[src/rtl/bcd_display_mux_pkg.sv]
// bcd_display_mux_pkg: segment constants and digit patterns for the active-low 7-segment mux
package bcd_display_mux_pkg;
  typedef logic [6:0] seg_t;
  localparam logic SEG_ON = 1'b0;
  localparam logic ANODE_ON = 1'b0;
  localparam seg_t SEG_BLANK = 7'h7F;
  localparam seg_t SEG_DASH = 7'h3F;
  localparam seg_t SEG_E = 7'h06;
  localparam seg_t DIGIT_SEG [10] = '{7'h40, 7'h79, 7'h24, 7'h30, 7'h19, 7'h12, 7'h02, 7'h78, 7'h00, 7'h10};
endpackage

[src/rtl/bcd_display_mux_bcd_to_7seg.sv]
// bcd_to_7seg: 4-bit code to active-low {g..a} pattern, 'E' for codes 10-15
module bcd_to_7seg
  import bcd_display_mux_pkg::*;
(
  input  logic [3:0] code,
  output seg_t       seg
);
  assign seg = code < 4'd10 ? DIGIT_SEG[code] : SEG_E;
endmodule

[src/rtl/bcd_display_mux.sv]
// bcd_display_mux: snapshot a BCD count on latch and scan it onto a multiplexed 7-segment display
module bcd_display_mux
  import bcd_display_mux_pkg::*;
#(
  parameter int Ndigit = 8,
  parameter int REFRESH_DIV = 100000
) (
  input  logic                clk,
  input  logic                rst,
  input  logic [4*Ndigit-1:0] BCD,
  input  logic                overflow,
  input  logic                latch,
  input  logic                blank_lz,
  output logic [4*Ndigit-1:0] count_q,
  output logic                ovf_q,
  output logic [6:0]          seg,
  output logic [Ndigit-1:0]   anode
);
  localparam int CW = $clog2(REFRESH_DIV);
  localparam int IW = Ndigit > 1 ? $clog2(Ndigit) : 1;
  logic [CW-1:0] cnt;
  logic [IW-1:0] idx;
  logic ovf_sticky, wrap, hi_zero;
  logic [3:0] digit;
  logic [4*Ndigit-1:0] hi;
  seg_t dec, seg_next;
  assign wrap = cnt == CW'(REFRESH_DIV - 1);
  assign digit = count_q[{idx, 2'b00} +: 4];
  assign hi = count_q >> {idx, 2'b00};
  assign hi_zero = hi == '0;
  bcd_to_7seg u_dec (.code(digit), .seg(dec));
  always_comb begin
    seg_next = ovf_q ? SEG_DASH : (blank_lz && idx != '0 && hi_zero) ? SEG_BLANK : dec;
  end
  always_ff @(posedge clk) begin
    if (rst) begin
      cnt <= '0;
      idx <= '0;
      count_q <= '0;
      ovf_q <= 1'b0;
      ovf_sticky <= 1'b0;
      seg <= SEG_BLANK;
      anode <= {Ndigit{~ANODE_ON}};
    end else begin
      cnt <= wrap ? '0 : cnt + 1'b1;
      if (wrap) idx <= idx == IW'(Ndigit - 1) ? '0 : idx + 1'b1;
      if (latch) begin
        count_q <= BCD;
        ovf_q <= ovf_sticky | overflow;
        ovf_sticky <= 1'b0;
      end else if (overflow) begin
        ovf_sticky <= 1'b1;
      end
      seg <= seg_next;
      anode <= ~(Ndigit'(1) << idx);
    end
  end
endmodule

[config.mk]
export PLATFORM = sky130hd
export DESIGN_NAME = bcd_display_mux
export DESIGN_NICKNAME = d
export VERILOG_FILES = /design/src/rtl/bcd_display_mux_pkg.sv /design/src/rtl/bcd_display_mux_bcd_to_7seg.sv /design/src/rtl/bcd_display_mux.sv
export SDC_FILE = /design/constraint.sdc
export NUM_CORES = 1
export LEC_CHECK = 0
export CAP_MARGIN = 10
export CORE_UTILIZATION = 44
export DETAILED_ROUTE_END_ITERATION = 10
export PLACE_DENSITY = 0.74
export SLEW_MARGIN = 20
export SYNTH_ARGS = -nofsm -noshare
export SYNTH_HDL_FRONTEND = slang
export SYNTH_SLANG_ARGS = --single-unit
[constraint.sdc]
create_clock -name clk -period 2.4 [get_ports clk]
set_input_delay 0.36 -clock clk [delete_from_list [all_inputs] [get_ports clk]]
set_output_delay 0.36 -clock clk [all_outputs]
set_load 0.03 [all_outputs]
==> images/met1.png <==
The bar under the picture is 20 um long.
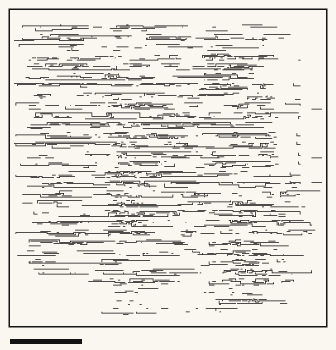
428 nets have wire on it. The wires run mostly horizontal.

==> images/met2.png <==
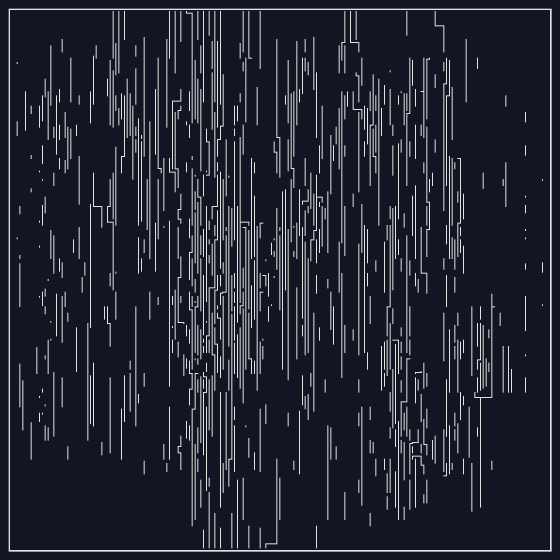
The longest straight run is 28.9 um. The layer carries 3630 um of wire.

==> results.toml <==
# yosys + openroad results
[run_status]
outcome = "complete, no violations"

[power_and_ir_drop]
power-top-group = "sequential cells"
seq_power_share = 0.457
power_frac_comb = 0.175
p_comb_uw = 477
powerSeq_mw = 1.25
p_clk_frac = 0.368
finalPower_mw = 2.73
p_per_area_nw_per_um2 = 591
irDropWorstVdd_v = 0.000291
clk-power_mw = 1.00
p_leak_nw = 1.87
p_sw_uw = 721
internal_power_mw = 2.01

[synth]
syn_inst = 342
syn-num-nets = 392
ys_sh_xor = 0.0404
yosys.area_share.aoi = 0.0743
synth_area_um2 = 3250
top_cell_area_share = 0.425
synthAdderAreaFrac = 0.0501
most_common_cell = "nor2_1"
yosys_cells = 342
async_reset_ff_frac = 0
synthFlopType = "dfxtp_1"
synth_cell_types = 43
ys_sh_simple = 0.199
topCellsByArea = "dfxtp_1 (43%), mux2i_1 (11%), nor2_1 (8.6%)"
syn_avg_cell_area_um2 = 9.50
mux_area_frac = 0.176
yosys.area.top_type = "dfxtp_1"
ys_area_um2 = 3250
yosysWarnings = 0
edf_count = 0
netlist_top_cells_count = "nor2_1 (74), dfxtp_1 (69), mux2i_1 (35)"

[finish]
flops = 69
clock_buffers = 11
seq_area_um2 = 1390
lay_top_cells = "clkdlybuf4s50_1 (83), nor2_1 (74), dfxtp_1 (67)"
buf_share = 0.231
utilization = 0.665
sh_comb_area = 0.392
area_growth_pct = 42.1
comb_area_um2 = 1810
comb_cells = 246
n_all_buffers = 110
drive_gt1_frac = 0.140
final_common_cell = "clkdlybuf4s50_1"
largest_class = "multi-input combinational cells"
clk_share = 0.0447
stdcell_count = 545
sh_seq_area = 0.300
fillers = 552
inverters = 8
n_antenna_cell = 0

[placement]
port_buffers = 84
dp.cells = 525
pre_cts_ws_ns = -0.103
place_area_um2 = 4310
gp_congestion = 0.896

[flow_run]
drv_cap = 0
tool_warnings = 36

[final_timing]
finalMaxSlewViolations = 0
holdWs_ns = 0.466
skew_ns = 0.00969
max_freq_ghz = 0.435
tightest_slew_ns = 0.643
fin_tns_setup_ns = 0
hold_viol = 0
finalSetupViolations = 0
period_needed_ns = 2.30
max_slew_margin = 0.567
fin_ws_ns = 0.100
timing.final.crit_share = 0.958

[cts]
h-tree-depth = 3
ctsHoldBuffers = 0
cts_buffers = 9
cts_tree = "built"
clock_path_buffers = 2
cts_resized = 2
worstSkewPairLatency_ns = 0.34
clk_root_buffer_cell = "clkbuf_8"
cts.sinks = 69
path_clk_slew_ns = 0.07

[critical_path]
rrSetupSlack_ns = 0.10
worstSetupPathType = "flip-flop to flip-flop"
startpoint = "idx[0]"
r2r_end = "seg[4]"
crit_arrival_ns = 2.57
crit_path_max_fanout = 7
crit_path_end_kind = "flip-flop"
reg2reg_depth = 9
worstPathRequired_ns = 2.67
r2r-start = "idx[0]"
cp-start-kind = "flip-flop"
crit_end = "seg[4]"

[detailed_routing]
drtIter0Drc = 140
dr.pass1.iters = 4
postRouteAntennaNets = 0
viasPerCell = 5.22
vias = 2845
wl_per_cell_um = 14.9

[global_route]
grt_overflow = 0
grt.met3_usage = 0.0631
top_usage_layer = "met2"
grt_start_max_net_pins = 36
grt_pass1_wl_um = 13200
grt_pass1_vias = 2721
grtUsageMet2 = 0.340

[floorplan]
std_cell_rows = 30
dieArea_um2 = 7730
fp_util = 0.468
die_h_um = 87.9
num_io_pins = 85
taps = 96
die_w_um = 87.9

[hold_path]
hold_path_class = "flip-flop to flip-flop"
hold_end = "cnt[0]"
hold_depth = 1
-- worst max-delay path: stages, from the launching register on --
cell and delay [ns]:
dfxtp_4 0.40, buf_12 0.12, mux4_2 0.56, mux2i_4 0.18, ha_2 0.21, nand2_2 0.06, a21oi_2 0.10, and3_4 0.20
o2111ai_4 0.17, o211ai_1 0.23
-- registers in the layout, indices dropped and copies added (netlist names) --
signal / cells
count_q: 32
cnt: 17
anode: 8
seg: 7
idx: 3
ovf_q: 1
ovf_sticky: 1
-- layer usage --
layer / wire length (um) / part of all wire
met1: 3710 / 0.46
met2: 3630 / 0.45
met3: 590 / 0.073
met4: 170 / 0.021
met5: 0 / 0
No activity file was given, so power comes from the tool's default toggle rates.
